<file path="src/rtl/bit_deserializer_pkg.sv">
// Shared types and sizing helpers for the serial-to-parallel deserializer.
package bit_deserializer_pkg;

    typedef enum logic {IDLE, SHIFT} in_state_t;
    typedef enum logic {EMPTY, FULL} out_state_t;

    // One extra bit so the counter can hold WIDTH itself without wrapping.
    function automatic int cnt_width(input int width);
        return $clog2(width) + 1;
    endfunction

endpackage

</file>
<file path="src/rtl/bit_deserializer_if.sv">
// Word output port of the deserializer: data/valid from the producer, ready from the consumer.
interface bit_deserializer_if #(
    parameter int WIDTH = 8
);
    logic [WIDTH-1:0] data;
    logic             valid;
    logic             ready;

    modport master (output data, output valid, input ready);
    modport slave  (input data, input valid, output ready);
endinterface

</file>
<file path="src/rtl/bit_deserializer_hold.sv">
// One-word holding register between the non-stallable bit stream and the consumer.
//   state | meaning
//   EMPTY | no word held, valid low
//   FULL  | word held on data, valid high until the consumer takes it
module bit_deserializer_hold
    import bit_deserializer_pkg::*;
#(
    parameter int WIDTH = 8
) (
    input  logic                      i_clk,
    input  logic                      i_rst,
    input  logic                      i_load,
    input  logic [WIDTH-1:0]          i_word,
    bit_deserializer_if.master        out_if,
    output logic                      o_overflow
);

    out_state_t state_q, state_d;
    logic       drain;
    logic       take;
    logic       drop;

    always_ff @(posedge i_clk) begin
        if (i_rst) begin
            state_q     <= EMPTY;
            out_if.data <= '0;
            o_overflow  <= 1'b0;
        end else begin
            state_q <= state_d;
            if (take) out_if.data <= i_word;
            if (drop) o_overflow  <= 1'b1;
        end
    end

    // A completing word may replace the held one only if that one leaves on this same edge.
    always_comb begin
        state_d = state_q;
        take    = 1'b0;
        drop    = 1'b0;
        drain   = (state_q == FULL) && out_if.ready;
        if (i_load) begin
            if ((state_q == EMPTY) || drain) begin
                take    = 1'b1;
                state_d = FULL;
            end else begin
                drop = 1'b1;
            end
        end else if (drain) begin
            state_d = EMPTY;
        end
    end

    always_comb begin
        out_if.valid = (state_q == FULL);
    end

endmodule

</file>
<file path="src/rtl/bit_deserializer.sv">
// Collects qualified serial bits into WIDTH-bit words and hands them to a one-word holding register.
//   state | meaning
//   IDLE  | bit count is zero, next valid bit starts a word
//   SHIFT | partial word in progress, count in 1..WIDTH-1
module bit_deserializer
    import bit_deserializer_pkg::*;
#(
    parameter int WIDTH     = 8,
    parameter bit MSB_FIRST = 1'b0
) (
    input  logic               i_clk,
    input  logic               i_rst,
    input  logic               i_d,
    input  logic               i_d_valid,
    input  logic               i_sof,
    bit_deserializer_if.master out_if,
    output logic               o_overflow,
    output logic               o_busy
);

    localparam int CW = cnt_width(WIDTH);
    localparam int IW = $clog2(WIDTH);

    in_state_t        state_q, state_d;
    logic [CW-1:0]    count_q, count_d, count_inc;
    logic [WIDTH-1:0] shreg_q, shreg_d;
    logic [IW-1:0]    pos, idx;
    logic             word_done;
    logic             busy_d;
    logic             load;

    always_ff @(posedge i_clk) begin
        if (i_rst) begin
            state_q <= IDLE;
            count_q <= '0;
            shreg_q <= '0;
            o_busy  <= 1'b0;
        end else begin
            state_q <= state_d;
            count_q <= count_d;
            shreg_q <= shreg_d;
            o_busy  <= busy_d;
        end
    end

    // A start-of-frame mid-word restarts assembly at position 0, discarding the partial bits.
    always_comb begin
        state_d   = state_q;
        count_d   = count_q;
        shreg_d   = shreg_q;
        word_done = 1'b0;
        pos       = '0;
        idx       = '0;
        count_inc = '0;
        if (i_d_valid) begin
            if ((state_q == SHIFT) && !i_sof) pos = count_q[IW-1:0];
            else                              shreg_d = '0;
            idx = MSB_FIRST ? (IW'(WIDTH - 1) - pos) : pos;
            shreg_d[idx] = i_d;
            count_inc = CW'(pos) + CW'(1);
            if (count_inc == CW'(WIDTH)) begin
                word_done = 1'b1;
                count_d   = '0;
                state_d   = IDLE;
            end else begin
                count_d = count_inc;
                state_d = SHIFT;
            end
        end
    end

    always_comb begin
        load   = word_done;
        busy_d = (count_d != '0);
    end

    // shreg_d already carries the final bit, so the word reaches the holding register on the completing edge.
    bit_deserializer_hold #(
        .WIDTH (WIDTH)
    ) u_hold (
        .i_clk      (i_clk),
        .i_rst      (i_rst),
        .i_load     (load),
        .i_word     (shreg_d),
        .out_if     (out_if),
        .o_overflow (o_overflow)
    );

endmodule

</file>
<file path="src/flat_wrapper.sv">
// flat-port wrapper written by rule: the top's interface ports become plain ports
module bit_deserializer_flat import bit_deserializer_pkg::*;
#(
    parameter int WIDTH     = 8,
    parameter bit MSB_FIRST = 1'b0
)
  (i_clk, i_rst, i_d, i_d_valid, i_sof, o_overflow, o_busy, out_if_data, out_if_valid, out_if_ready);
  bit_deserializer_if #(.WIDTH(WIDTH)) out_if_i ();
  input  logic i_clk;
  input  logic i_rst;
  input  logic i_d;
  input  logic i_d_valid;
  input  logic i_sof;
  output logic o_overflow;
  output logic o_busy;
  output wire logic [$bits(out_if_i.data)-1:0] out_if_data;
  output wire logic [$bits(out_if_i.valid)-1:0] out_if_valid;
  input wire logic [$bits(out_if_i.ready)-1:0] out_if_ready;
  assign out_if_data = out_if_i.data;
  assign out_if_valid = out_if_i.valid;
  assign out_if_i.ready = out_if_ready;
  bit_deserializer #(.WIDTH(WIDTH), .MSB_FIRST(MSB_FIRST)) u_core (.i_clk(i_clk), .i_rst(i_rst), .i_d(i_d), .i_d_valid(i_d_valid), .i_sof(i_sof), .out_if(out_if_i), .o_overflow(o_overflow), .o_busy(o_busy));
endmodule
</file>
<file path="config.mk">
export PLATFORM = sky130hd
export DESIGN_NAME = bit_deserializer_flat
export DESIGN_NICKNAME = d
export VERILOG_FILES = /design/src/rtl/bit_deserializer_pkg.sv /design/src/rtl/bit_deserializer_if.sv /design/src/rtl/bit_deserializer_hold.sv /design/src/rtl/bit_deserializer.sv /design/src/flat_wrapper.sv
export SDC_FILE = /design/constraint.sdc
export NUM_CORES = 1
export LEC_CHECK = 0
export ABC_AREA = 1
export CORE_ASPECT_RATIO = 0.8
export CORE_MARGIN = 5
export CORE_UTILIZATION = 50
export DETAILED_ROUTE_END_ITERATION = 6
export HOLD_SLACK_MARGIN = 0.1
export PLACE_DENSITY = 0.75
export SLEW_MARGIN = 10
export SYNTH_ARGS = -nofsm -noshare
export SYNTH_HDL_FRONTEND = slang
export SYNTH_SLANG_ARGS = --single-unit
export TNS_END_PERCENT = 1
</file>
<file path="constraint.sdc">
create_clock -name i_clk -period 2.1 [get_ports i_clk]
set_input_delay 0.42 -clock i_clk [delete_from_list [all_inputs] [get_ports i_clk]]
set_output_delay 0.42 -clock i_clk [all_outputs]
set_load 0.005 [all_outputs]
</file>
### Signal wires by layer, run 1

Scale bar: 20 µm.
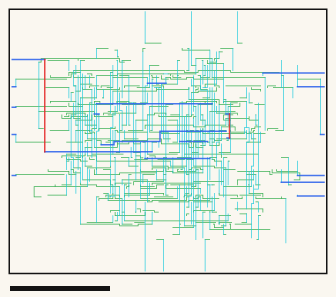
legend:
  metal 4:
    colour: red
    wire_length: 23.1 µm
  metal 3:
    colour: blue
    wire_length: 142 µm
  metal 1:
    colour: green
    wire_length: 1,140 µm
  metal 2:
    colour: cyan
    wire_length: 1,150 µm

### Register map, names as in the netlist, run 1

Scale bar: 20 µm. Other sequential cells in the stronger grey, the rest of the logic in the fainter grey.
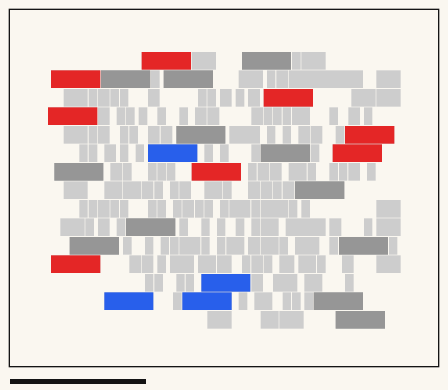
legend:
  u_core.count_q:
    colour: blue
    sequential_cells: 4
    where: bottom centre
  u_core.u_hold.out_if.data:
    colour: red
    sequential_cells: 8
not coloured: 12

### Routing congestion, run 1

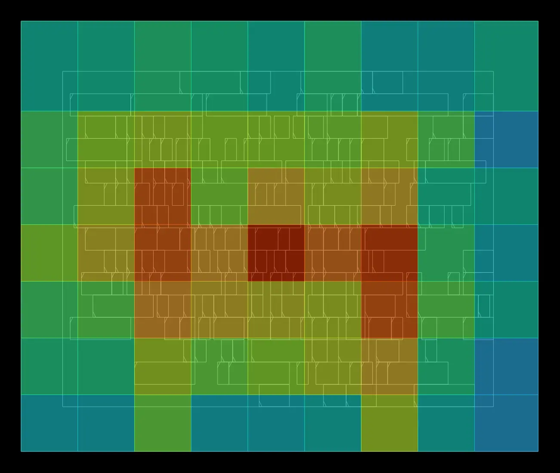
GRT busiest layer: met2
fin util: 65.6%
met3 usage: 5.58%
met2 Usage GRT: 27.5%
GRT met1 Usage: 18.6%

-- run 1: stage by stage --
| step | setup TNS (ns) | hold WS, ns | total power [W] | util (%) |
|---|---|---|---|---|
| after floorplan | 0 | 0.414 | 0.000519 | - |
| after global placement | -0.151 | 0.425 | 0.000546 | 63.1 |
| after detailed placement | -1.10 | 0.429 | 0.000548 | 63.1 |
| after CTS | 0 | 0.448 | 0.000880 | 65.6 |
| after global routing | 0 | 0.483 | 0.000917 | 65.6 |
| final | 0 | 0.447 | 0.000876 | 65.6 |
-- run 1: cell usage after synthesis, types with 2 or more instances --
master / instances
clkbuf_1: 2
o21ai_0: 6
nand3_2: 2
dfxtp_1: 24
nand2_1: 43
nand3_1: 13
inv_1: 31
nor2_1: 16
a21oi_1: 16
-- run 1: cell usage in the layout (no fill, tap or decap), drive strengths merged --
cell / count
nand2: 43
inv: 31
dfxtp: 24
nor2: 17
a21oi: 16
clkdlybuf4s50: 16
nand3: 15
buf: 7
o21ai: 7
clkbuf: 3
nand3b: 1
nand4: 1
xor2: 1
or2: 1
o21a: 1
nor3: 1
a211oi: 1
ha: 1
bufinv: 1
-- run 1: tightest hold or removal path: stages, from the launching register on --
cell and delay [ns]:
dfxtp_1 0.32, nand2_1 0.05, nor2_1 0.04
-- run 1: power by group through the flow --
stage / registers (W) / logic [W] / clock network (W)
finish: 0.000471 / 0.0000685 / 0.000337
global route: 0.000472 / 0.0000758 / 0.000369
CTS: 0.000471 / 0.0000682 / 0.000341
detailed placement: 0.000481 / 0.0000677 / 0
global placement: 0.000480 / 0.0000658 / 0
floorplan: 0.000479 / 0.0000402 / 0
-- run 1: routing by layer --
layer	up-vias	track usage, %
met5	-	0
met4	0	4.95
met3	4	5.58
met2	26	27.5
met1	479	18.6
li1	557	-
==> results.json, run 1 <==
{
  "grt_pass1_wl_mm": 4.09,
  "synthToLayoutAreaGrowth_pct": 25.1,
  "r2r-start": "u_core.count_q[1]$_SDFF_PP0_",
  "io_pins": 17,
  "highest_layer": "met4",
  "top_area_cell_class": "logic gates",
  "grt_overflow_total": 0,
  "min_path_cells": 2,
  "num_vias": 1066,
  "remaining_drc_errors": 0,
  "postSynthCellCount": 164,
  "seq-cell-share_pct": 34.3,
  "rr_endpoint": "u_core.u_hold.out_if.data[5]$_SDFFE_PP0P_",
  "warnings": 26,
  "clockRootBuffer": "clkbuf_4",
  "dp_slack_ns": -0.157,
  "insertion_delay_ns": 0.32,
  "stdcell_area_um2": 1400,
  "cts_max_level": 1,
  "crit_arrival_ns": 2.13,
  "grt_pass1_vias": 985,
  "avgRoutedWirePerCell_um": 11.5,
  "aoi_share_pct": 11.9,
  "hpwl_mm": 1.92,
  "synth_chip_area_um2": 1120,
  "dr.pass1.iters": 4,
  "synth_warnings": 0,
  "cts_tree": "done",
  "synth_area_um2": 1120,
  "yosys_most_used_dff": "dfxtp_1",
  "dp.cells": 209,
  "cts_hold_buf": 0,
  "setup_viol": 0,
  "crit_path_start_kind": "input port",
  "status": "completed",
  "synthArstFlopShare_pct": 0,
  "drive_gt1_share_pct": 9.04,
  "grt_usage_pct": 15.9,
  "rsz0062_at_grt": "no"
}
### Layout detail, run 1

Scale bar: 5 µm. Window x 21 to 41, y 27 to 47 µm. Cells in grey, sequential cells in the stronger grey; small squares are vias.
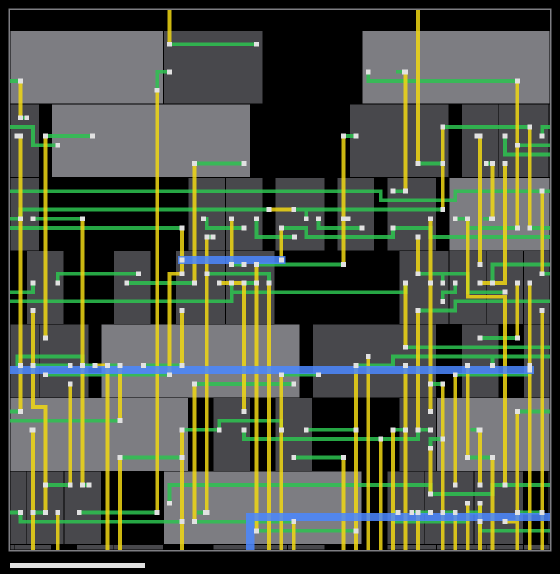

==> inputs of run 2 (changes only) <==
--- a/config.mk
+++ b/config.mk
@@ -7,7 +7,6 @@
 export LEC_CHECK = 0
 export ABC_AREA = 1
 export CORE_ASPECT_RATIO = 0.8
-export CORE_MARGIN = 5
 export CORE_UTILIZATION = 50
 export DETAILED_ROUTE_END_ITERATION = 6
 export HOLD_SLACK_MARGIN = 0.1
### Layout detail, run 2

Scale bar: 5 µm. Window x 17 to 37, y 21 to 41 µm. Cells in grey, sequential cells in the stronger grey; small squares are vias.
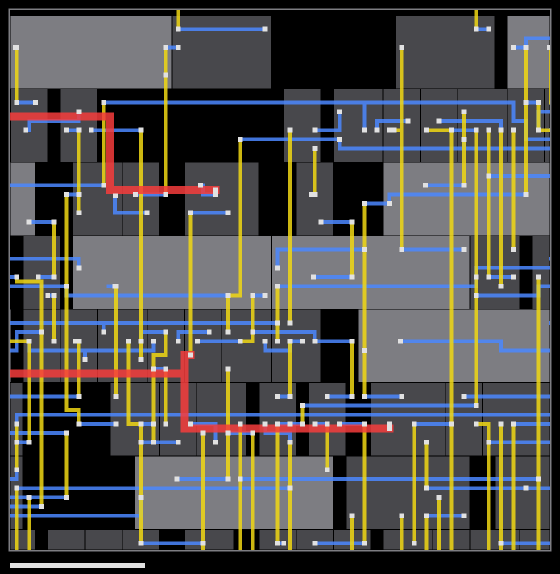
legend:
  metal 2:
    colour: yellow
  metal 3:
    colour: red
  metal 1:
    colour: blue
cells with their middle in the window: 38
netlist names of flops here include: u_core.shreg_q (4), u_core.u_hold.out_if.data (2)
sequential cells in the window: 6
most frequent: nand2_1 (8), inv_1 (7), dfxtp_1 (6)

==> results.json, run 2 <==
{
  "status": "completed",
  "p_per_area_nw_per_um2": 624,
  "setup_viol": 0,
  "clockRootBuffer": "clkbuf_4",
  "grt_pass1_wl_mm": 4.02,
  "avgRoutedWirePerCell_um": 11.2,
  "warnings": 26,
  "worst_pin_slew_ns": 0.413,
  "synthArstFlopShare_pct": 0,
  "drive_gt1_share_pct": 9.04,
  "lay_top_cells": "nand2_1 (43), inv_1 (31), dfxtp_1 (24)",
  "logic_family": "simple AND/OR/NAND/NOR gates",
  "remaining_drc_errors": 0,
  "crit_path_start_kind": "input port",
  "yosys_most_used_dff": "dfxtp_1",
  "hpwl_mm": 1.78,
  "synth_area_um2": 1120,
  "fillers": 182,
  "rr_endpoint": "u_core.u_hold.out_if.data[0]$_SDFFE_PP0P_",
  "dr.pass1.iters": 6,
  "synthToLayoutAreaGrowth_pct": 25.0,
  "cts_tree": "done",
  "lay_top_count": "nand2_1",
  "dp_slack_ns": -0.135,
  "min_path_cells": 2,
  "cts_max_level": 1,
  "synth_warnings": 0,
  "dp.cells": 208,
  "die_h_um": 44.4,
  "insertion_delay_ns": 0.32,
  "tns_ns": 0,
  "synth_chip_area_um2": 1120,
  "holdWs_ns": 0.451,
  "cts_setup_buffers": 0,
  "postSynthCellCount": 164,
  "stdcell_area_um2": 1400,
  "grt_pass1_vias": 955,
  "grt_usage_pct": 22.9,
  "path_class": "input port to register",
  "viasPerCell": 5.08,
  "rsz0062_at_grt": "no",
  "cts_hold_buf": 0,
  "p_total_w": 0.000874,
  "synthTopCellsByCount": "nand2_1 (43), inv_1 (31), dfxtp_1 (24)",
  "crit_arrival_ns": 2.13,
  "num_vias": 1078,
  "r2r-start": "u_core.count_q[0]$_SDFF_PP0_",
  "io_pins": 17,
  "post-synth-top-count-cell": "nand2_1",
  "fp_util_pct": 56.1
}
-- run 2: cell counts after synthesis --
No cell type changed its count.
-- run 2: worst max path at each step --
stage          slack [ns]                                   endpoint   from  cells past startpoint
3_3_place_gp        -0.04  u_core.u_hold.out_if.data[6]$_SDFFE_PP0P_  i_sof                     10
4_1_cts              0.21  u_core.u_hold.out_if.data[0]$_SDFFE_PP0P_  i_sof                     10
2_1_floorplan        0.49                   u_core.o_busy$_SDFF_PP0_  i_sof                      8
3_5_place_dp        -0.14  u_core.u_hold.out_if.data[0]$_SDFFE_PP0P_  i_sof                     10
5_1_grt              0.06  u_core.u_hold.out_if.data[0]$_SDFFE_PP0P_  i_sof                     10
6_report             0.20  u_core.u_hold.out_if.data[0]$_SDFFE_PP0P_  i_sof                     10
-- run 2: power by group --
group / switching, W / leakage, nW / internal (W)
sequential: 0.00000755 / 0.195 / 0.000463
clock: 0.000142 / 0.0279 / 0.000193
combinational: 0.0000393 / 0.422 / 0.0000291
-- run 2: worst reg2reg max path, stage by stage, from the launching register on --
cell and delay [ns]:
dfxtp_1 0.46, nand3_1 0.15, inv_1 0.08, ha_1 0.18
nand3_1 0.16, nor3_4 0.38, nand3_1 0.12, nand2_1 0.08
inv_1 0.03
-- run 2: routing by layer --
metal  global-route usage [%]  vias to the layer above  wire length (µm)
li1                         -                      555                 -
met1                     29.0                      503              1130
met3                     6.53                        0                96
met5                        0                        -                 0
met2                     39.5                       20              1140
met4                     3.00                        0                 0
-- run 2: area by class of cell --
type / instances / share of cell area (%)
clock buffers: 3 / 1.61
clock inverters: 1 / 2.14
inverters: 31 / 8.30
multi-input cells: 106 / 36.3
flip-flops and latches: 24 / 34.3
well taps: 24 / 2.14
repair buffers: 23 / 15.2
Power is estimated from default activity; no workload was simulated.
